**config.mk**
```make
export PLATFORM = sky130hd
export DESIGN_NAME = md_issue_ctrl
export DESIGN_NICKNAME = d
export VERILOG_FILES = /design/src/rtl/md_issue_ctrl.sv
export SDC_FILE = /design/constraint.sdc
export NUM_CORES = 1
export LEC_CHECK = 0
export ABC_AREA = 0
export CORE_UTILIZATION = 29
export CTS_CLUSTER_DIAMETER = 200
export DETAILED_ROUTE_END_ITERATION = 6
export PLACE_DENSITY_LB_ADDON = 0.2
export SKIP_LAST_GASP = 1
export SYNTH_ARGS = -nofsm -noshare
export SYNTH_HDL_FRONTEND = slang
export SYNTH_SLANG_ARGS = --single-unit
export TNS_END_PERCENT = 10
```
**constraint.sdc**
```tcl
create_clock -name clk -period 1.9 [get_ports clk]
set_clock_uncertainty 0.1 [all_clocks]
set_input_delay 0.19 -clock clk [delete_from_list [all_inputs] [get_ports clk]]
set_output_delay 0.19 -clock clk [all_outputs]
set_load 0.01 [all_outputs]
```
**src/rtl/md_issue_ctrl.sv**
```systemverilog
// Execute-stage issue sequencer for the shared multiply/divide unit.
// Gates HI/LO instruction issue, drives the unit opcode and stalls E while an op is in flight.
module md_issue_ctrl #(
    parameter int MUL_LAT = 5,
    parameter int DIV_LAT = 10,
    parameter int CNT_W   = 4
) (
    input  logic        clk,
    input  logic        reset,
    input  logic        e_valid,
    input  logic [3:0]  e_md_op,
    input  logic [31:0] e_rt,
    input  logic        flush,
    input  logic        freeze,
    output logic [3:0]  md_op_out,
    output logic        stall_e,
    output logic        md_busy,
    output logic        md_done,
    output logic        div0_flag
);

    localparam logic [3:0] OP_MULT  = 4'd1;
    localparam logic [3:0] OP_MULTU = 4'd2;
    localparam logic [3:0] OP_DIV   = 4'd5;
    localparam logic [3:0] OP_DIVU  = 4'd6;

    typedef enum logic [1:0] {
        IDLE     = 2'd0,
        MUL_BUSY = 2'd1,
        DIV_BUSY = 2'd2
    } state_t;

    state_t           state, state_nxt;
    logic [CNT_W-1:0] cnt, cnt_nxt;
    logic             div0_nxt;
    logic             is_md, is_mul, is_div, issue_ok;

    always_comb begin
        is_md    = e_valid && (e_md_op inside {[4'd1:4'd8]});
        is_mul   = e_valid && (e_md_op == OP_MULT || e_md_op == OP_MULTU);
        is_div   = e_valid && (e_md_op == OP_DIV  || e_md_op == OP_DIVU);
        issue_ok = is_md && (state == IDLE) && !flush && !freeze;

        // MFHI/MFLO (7, 8) are gated by issue_ok but never sent to the unit.
        md_op_out = (issue_ok && e_md_op <= 4'd6) ? e_md_op : 4'd0;
        stall_e   = is_md && (state != IDLE) && !flush;
        md_busy   = (state != IDLE);
        md_done   = md_busy && (cnt == CNT_W'(1));
    end

    // NOTE: every signal is given a default first so no path leaves it unassigned, which would infer a latch.
    always_comb begin
        state_nxt = state;
        cnt_nxt   = cnt;
        div0_nxt  = div0_flag;
        case (state)
            IDLE: begin
                if (issue_ok && is_mul) begin
                    state_nxt = MUL_BUSY;
                    cnt_nxt   = CNT_W'(MUL_LAT);
                    div0_nxt  = 1'b0;
                end else if (issue_ok && is_div) begin
                    state_nxt = DIV_BUSY;
                    cnt_nxt   = CNT_W'(DIV_LAT);
                    div0_nxt  = (e_rt == 32'd0);
                end
            end
            default: begin
                // The unit has no abort, so flush and freeze do not hold the count.
                cnt_nxt = cnt - CNT_W'(1);
                if (cnt == CNT_W'(1)) begin
                    state_nxt = IDLE;
                end
            end
        endcase
    end

    // NOTE: state registers use non-blocking assignments so all flops update together on the edge.
    always_ff @(posedge clk) begin
        if (reset) begin
            state     <= IDLE;
            cnt       <= '0;
            div0_flag <= 1'b0;
        end else begin
            state     <= state_nxt;
            cnt       <= cnt_nxt;
            div0_flag <= div0_nxt;
        end
    end

endmodule

```
run_1/congestion.png
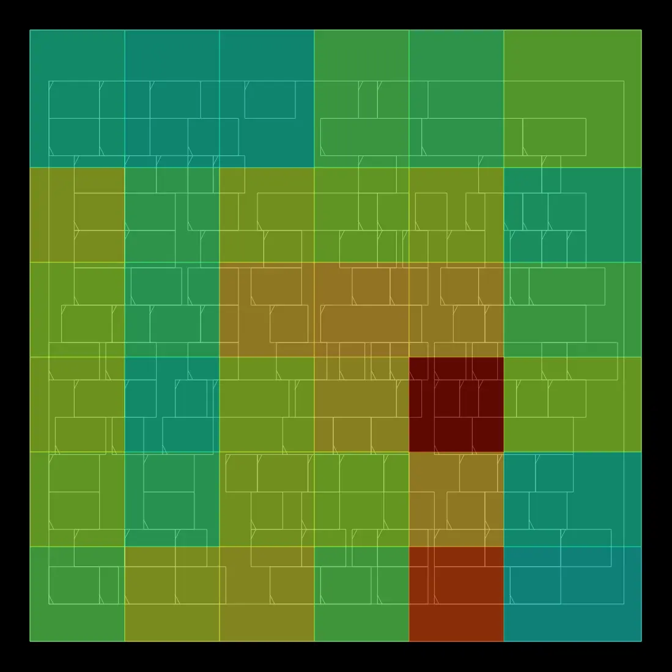
Final Util: 0.721
met3 global-route usage: 0.0449
met1 Usage GRT: 0.246

run_1/power_grid.png
Drawn at 8 px/µm. Pins as bars on the die edge.
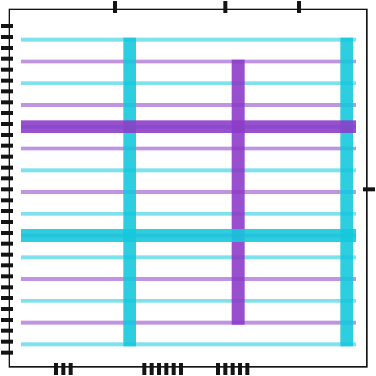
Key: cyan = VSS; purple = VDD
15 met1 rails follow the rows. 3 straps on met4.
peak supply drop: 0.205 mV
total core area: 1590 µm²

==> run_results.csv <==
group,metric,value,unit
critical_path,cp.required,1930,ps
routing,wl_per_cell,11.4,µm
critical_path,crit_top_cell,"buf_4",
sta,fmax,453,MHz
finish,syn_to_final_growth,119,%
routing,routed_wl,1740,µm
grt,grt_max_degree,10,
job,drv_cap,0,
critical_path,startpoint_type,"primary input",
job,log.warning_count,29,
grt,grt_pass1_wl,2900,µm
critical_path,worstSetupStartpoint,"flush",
finish,fin_nets,172,
logic_synthesis,syn_inst,66,
power_and_ir_drop,power.density,376,nW/µm²
routing,drt_iter0_drc,17,
logic_synthesis,ys_seq_frac,0.267,
grt,grt_pass1_vias,759,
clock_tree,clkTransAtPathRegs,50,ps
logic_synthesis,postSynthAreaPerCell,7.94,µm²
critical_path,end_kind,"flip-flop",
logic_synthesis,netlist_area,524,µm²
sta,final.min_clock_period,2210,ps
critical_path,critPathTopFamily,"buffers and inverters",
clock_tree,numCtsBuffers,3,
worst_hold_path,hp-class,"reg -> reg",
sta,rsz0062_at_grt,"true",
floorplan,core.rowCount,14,
clock_tree,clock_latency,250,ps
critical_path,crit_cells,12,
floorplan,fp_util,0.329,
logic_synthesis,ys_cells,66,
clock_tree,htree_levels,1,
critical_path,cp_cell_sequence,"clkdlybuf4s50_1 > nor4b_2 > buf_4 > buf_4 > buf_4 > buf_4 > buf_4 > buf_4 > buf_4 > nand3_1 > a311oi_2 > a21oi_1",
sta,finalHoldWorstSlack,352,ps
placed_design,place_area,1060,µm²
finish,lay_top_count,"clkdlybuf4s50_1",
finish,drive_above_1_share,0.180,
sta,final-setup-viol-count,10,
power_and_ir_drop,combPwrFrac,0.333,
power_and_ir_drop,p_leak,0.450,nW
worst_hold_path,min_path_cells,2,
routing,postRouteAntennaNets,0,
finish,antenna_cells,0,
critical_path,slowest_stage,"clkdlybuf4s50_1",
placed_design,routabilityCongestion,0.824,
placed_design,dp_hpwl,1350,µm
grt,antenna_found_initial,0,
logic_synthesis,postSynthNetCount,109,
floorplan,die_x,44.5,µm
status,status,"complete, but fails checks",
floorplan,io_pins,49,
critical_path,critPathBufInv,8,
critical_path,r2r_cells,5,
power_and_ir_drop,switching_share,0.228,
critical_path,arrival,2240,ps
critical_path,critPathMaxFanout,4,
sta,fin_ws,-308,ps
sta,min_period_over_period,1.16,
logic_synthesis,ys_chip_area,524,µm²
critical_path,crit_path_max_incr_delay,440,ps
logic_synthesis,largest_area_cell,"dfxtp_1",
logic_synthesis,synthArstFlopShare,0,
clock_tree,cts_buffer_depth,2,
clock_tree,cts_hold_buf,0,
logic_synthesis,ys.flop_type,"dfxtp_1",
sta,drv_slew,0,
floorplan,die_h,44.5,µm
grt,grt_overflow,0,
placed_design,pre_cts_slack,-285,ps
logic_synthesis,ys_types,29,
finish,final_cell_mix,"clkdlybuf4s50_1 (46), buf_4 (14), dfxtp_1 (7)",
clock_tree,cts_tree,"yes",
logic_synthesis,synth_top_area_share,0.267,
floorplan,die_area,1980,µm²
clock_tree,cts_root_buffer,"clkbuf_4",
routing,vias,767,
finish,finish.instance_area,1150,µm²
critical_path,path_class,"in -> reg",
worst_hold_path,min_from,"state[1]$_SDFFE_PP0P_",
power_and_ir_drop,p_sw,0.0985,mW
power_and_ir_drop,p_int,0.334,mW
status,failed_checks,"setup timing",
routing,drc,0,
routing,drtPass1Iterations,4,
run_1/flops_by_reg.png
Drawn at 12 px/µm.
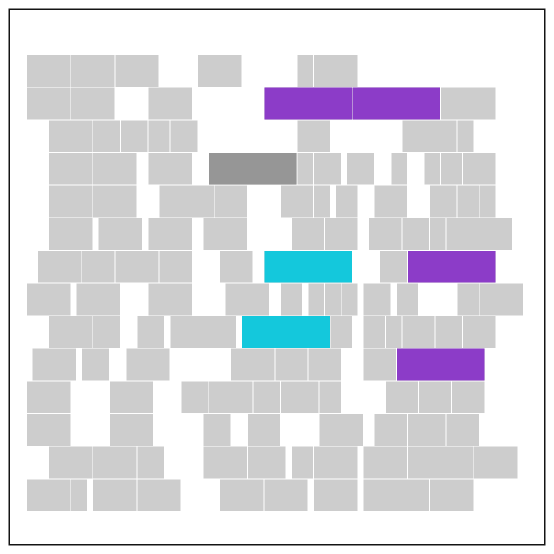
Key: purple = cnt [flops 4]; cyan = state [flops 2]
Another 1 sequential cells are not coloured.
P_seq: 0.156 mW
sequential cell area share: 0.122
register area: 140 µm²

[run 1: routing by layer]
metal | up-vias | global-route usage | wire (µm)
li1 | 371 | - | -
met1 | 348 | 0.246 | 704
met2 | 46 | 0.315 | 870
met3 | 2 | 0.0449 | 153
met4 | 0 | 0.0970 | 7
met5 | - | 0 | 0
[run 1: power groups by stage]
| stage | clock network [mW] | registers [mW] | logic [mW] |
|---|---|---|---|
| floorplan | 0 | 0.157 | 0.0347 |
| global placement | 0 | 0.158 | 0.133 |
| detailed placement | 0 | 0.158 | 0.136 |
| CTS | 0.138 | 0.155 | 0.142 |
| global route | 0.146 | 0.156 | 0.155 |
| finish | 0.133 | 0.156 | 0.144 |
[run 1: through the flow]
step	power, mW	std cells	setup TNS (ps)
finish	0.433	152	-2370
global route	0.457	152	-3560
CTS	0.435	152	-1650
detailed placement	0.294	142	-1160
global placement	0.291	142	-926
floorplan	0.192	66	0
[run 1: cell families after synthesis]
group	count (synthesis)	synth area share
simple gates	37	0.444
compound gates	10	0.129
buf+inv	7	0.0716
flops	7	0.267
xor+xnor	2	0.0334
fa+ha+maj	2	0.0477
other cells	1	0.00715
[run 1: layout make-up]
cell class / instances / area [µm²]
Sequential cell: 7 / 140
Clock buffer: 4 / 26.3
Multi-Input combinational cell: 52 / 364
Fill cell: 127 / 444
Tap cell: 24 / 30.0
Inverter: 4 / 15.0
Timing Repair Buffer: 61 / 574
[run 1: cells in the mapped netlist (3+ instances only)]
| master | count |
|---|---|
| a21oi_1 | 4 |
| a31oi_1 | 3 |
| and2_1 | 3 |
| dfxtp_1 | 7 |
| inv_1 | 4 |
| nand2_1 | 4 |
| nand3_1 | 6 |
| nor2_1 | 3 |
| nor4_1 | 6 |
[run 1: worst min-delay path, stage by stage (launching register included)]
cell and delay (ps):
dfxtp_1 300, nand2_1 50, a21oi_1 50
[run 1: final timing paths]
kind | to
min | state[1]$_SDFFE_PP0P_
max | cnt[3]$_SDFFE_PP0P_
min reg2reg | state[1]$_SDFFE_PP0P_
max reg2reg | cnt[3]$_SDFFE_PP0P_
[run 1: registers in the layout, summed over array words and instances (netlist names)]
| name | flops |
|---|---|
| cnt | 4 |
| state | 2 |
| div0_flag | 1 |
[run 1: repair_timing]
action | 4_1_cts | 5_1_grt
endpoints found under the hold margin | 0 | 0
pin swaps | 2 | 0
gates resized | 2 | 2
setup buffers | 6 | 0
endpoints found under the setup margin | 5 | 12
No activity file was given, so power comes from the tool's default toggle rates.
